==> config.mk <==
export PLATFORM = sky130hd
export DESIGN_NAME = spi_master
export DESIGN_NICKNAME = d
export VERILOG_FILES = /design/src/rtl/spi_master.sv
export SDC_FILE = /design/constraint.sdc
export NUM_CORES = 1
export LEC_CHECK = 0
export ABC_AREA = 1
export CAP_MARGIN = 20
export CORE_ASPECT_RATIO = 0.7
export CORE_MARGIN = 4
export CORE_UTILIZATION = 59
export CTS_CLUSTER_DIAMETER = 30
export DETAILED_ROUTE_END_ITERATION = 7
export PLACE_DENSITY = 0.94
export SYNTH_ARGS = -nofsm -noshare
export SYNTH_HDL_FRONTEND = slang
export SYNTH_SLANG_ARGS = --single-unit
==> constraint.sdc <==
create_clock -name clk -period 3.3 [get_ports clk]
set_clock_uncertainty 0.2 [all_clocks]
set_input_delay 0.495 -clock clk [delete_from_list [all_inputs] [get_ports clk]]
set_output_delay 0.495 -clock clk [all_outputs]
set_load 0.1 [all_outputs]
==> images/layer_met1.png <==
Scale bar: 20 µm. Cells faint in the background.
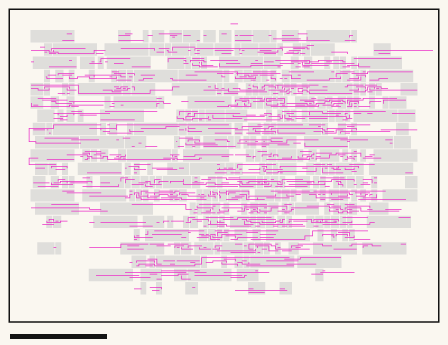
wire length on this layer: 2580 µm
share of all routed wire: 42%
nets with wire on the layer: 360
via count: 2362
total wire length: 6.20 mm
M1 GR Usage: 0.338

==> images/layer_met2.png <==
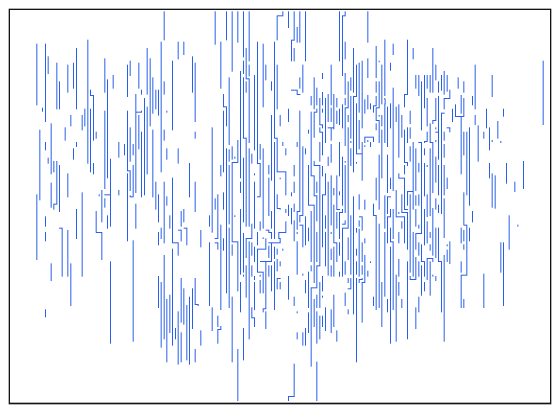
longest straight run: 23.5 µm
nets with wire on the layer: 313
share of all routed wire: 45%
GR Layer Usage met2: 0.354

==> images/layer_met3.png <==
Scale bar: 20 µm.
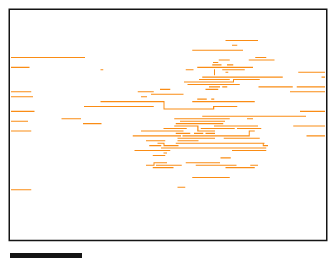
longest straight run: 29.0 µm
wire length on this layer: 707 µm
share of all routed wire: 11%
nets with wire on the layer: 68
main direction: horizontal
met3 Use GR: 0.0606

==> images/layer_met4.png <==
Scale bar: 20 µm.
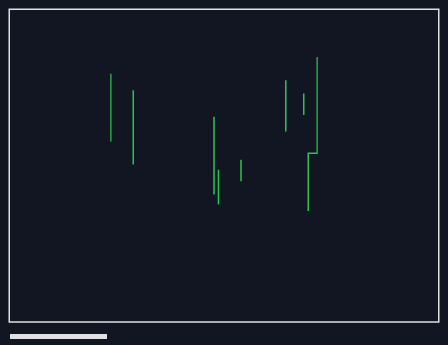
nets with wire on the layer: 7
wire length on this layer: 103 µm

==> results.toml <==
# implementation run metrics
[drt]
drt-met1-wl_mm = 2.58
ant_nets = 0

[outcome]
status = "complete, no violations"

[critical_path]
cp_max_fo = 23
critical_path_required_ns = 2.60
crit_slowest_cell = "dfrtp_1"

[final_timing]
rsz0062_at_grt = "no"
clock.fmax_mhz = 448
setup_viol = 0
slew_headroom = 0.521
worst_slew_pin_slew_ns = 0.718
period_minus_slack_ns = 2.23

[synth]
yosys.area.top_type = "dfrtp_1"
netlist_instances = 327
adder_share = 0.0285
yosysMostFrequentCell = "nand2_1"
xor_area_frac = 0
synth.avg_cell_area_um2 = 8.05
fp_nets = 353
yosys_warnings = 0

[finish]
area_growth_syn_to_layout_pct = 16.0
signal_buffers = 34
nonClkBufAreaFrac = 0.0992
mostFrequentLayoutCells = "nand2_1, dfrtp_1, nand3_1, inv_1, o21ai_0"
drive_above_1_share = 0.150

[pwr]
sequentialPowerShare = 0.328
p_leak_uw = 0.00156
finalPower_uw = 3160
largestPowerGroup = "combinational logic"

[job]
warnings = 27
cap_violations = 0

[clock_tree]
cts_root_buffer = "clkbuf_8"
post_cts_buffers = 0
cts_resized = 0

[floorplanning]
fp_util = 0.608
fp.coreArea_mm2 = 0.00433

[grt]
grt_pass1_vias = 2169
grt_first_pass_wirelength_mm = 10.3

[min_path]
hold_path_depth = 2
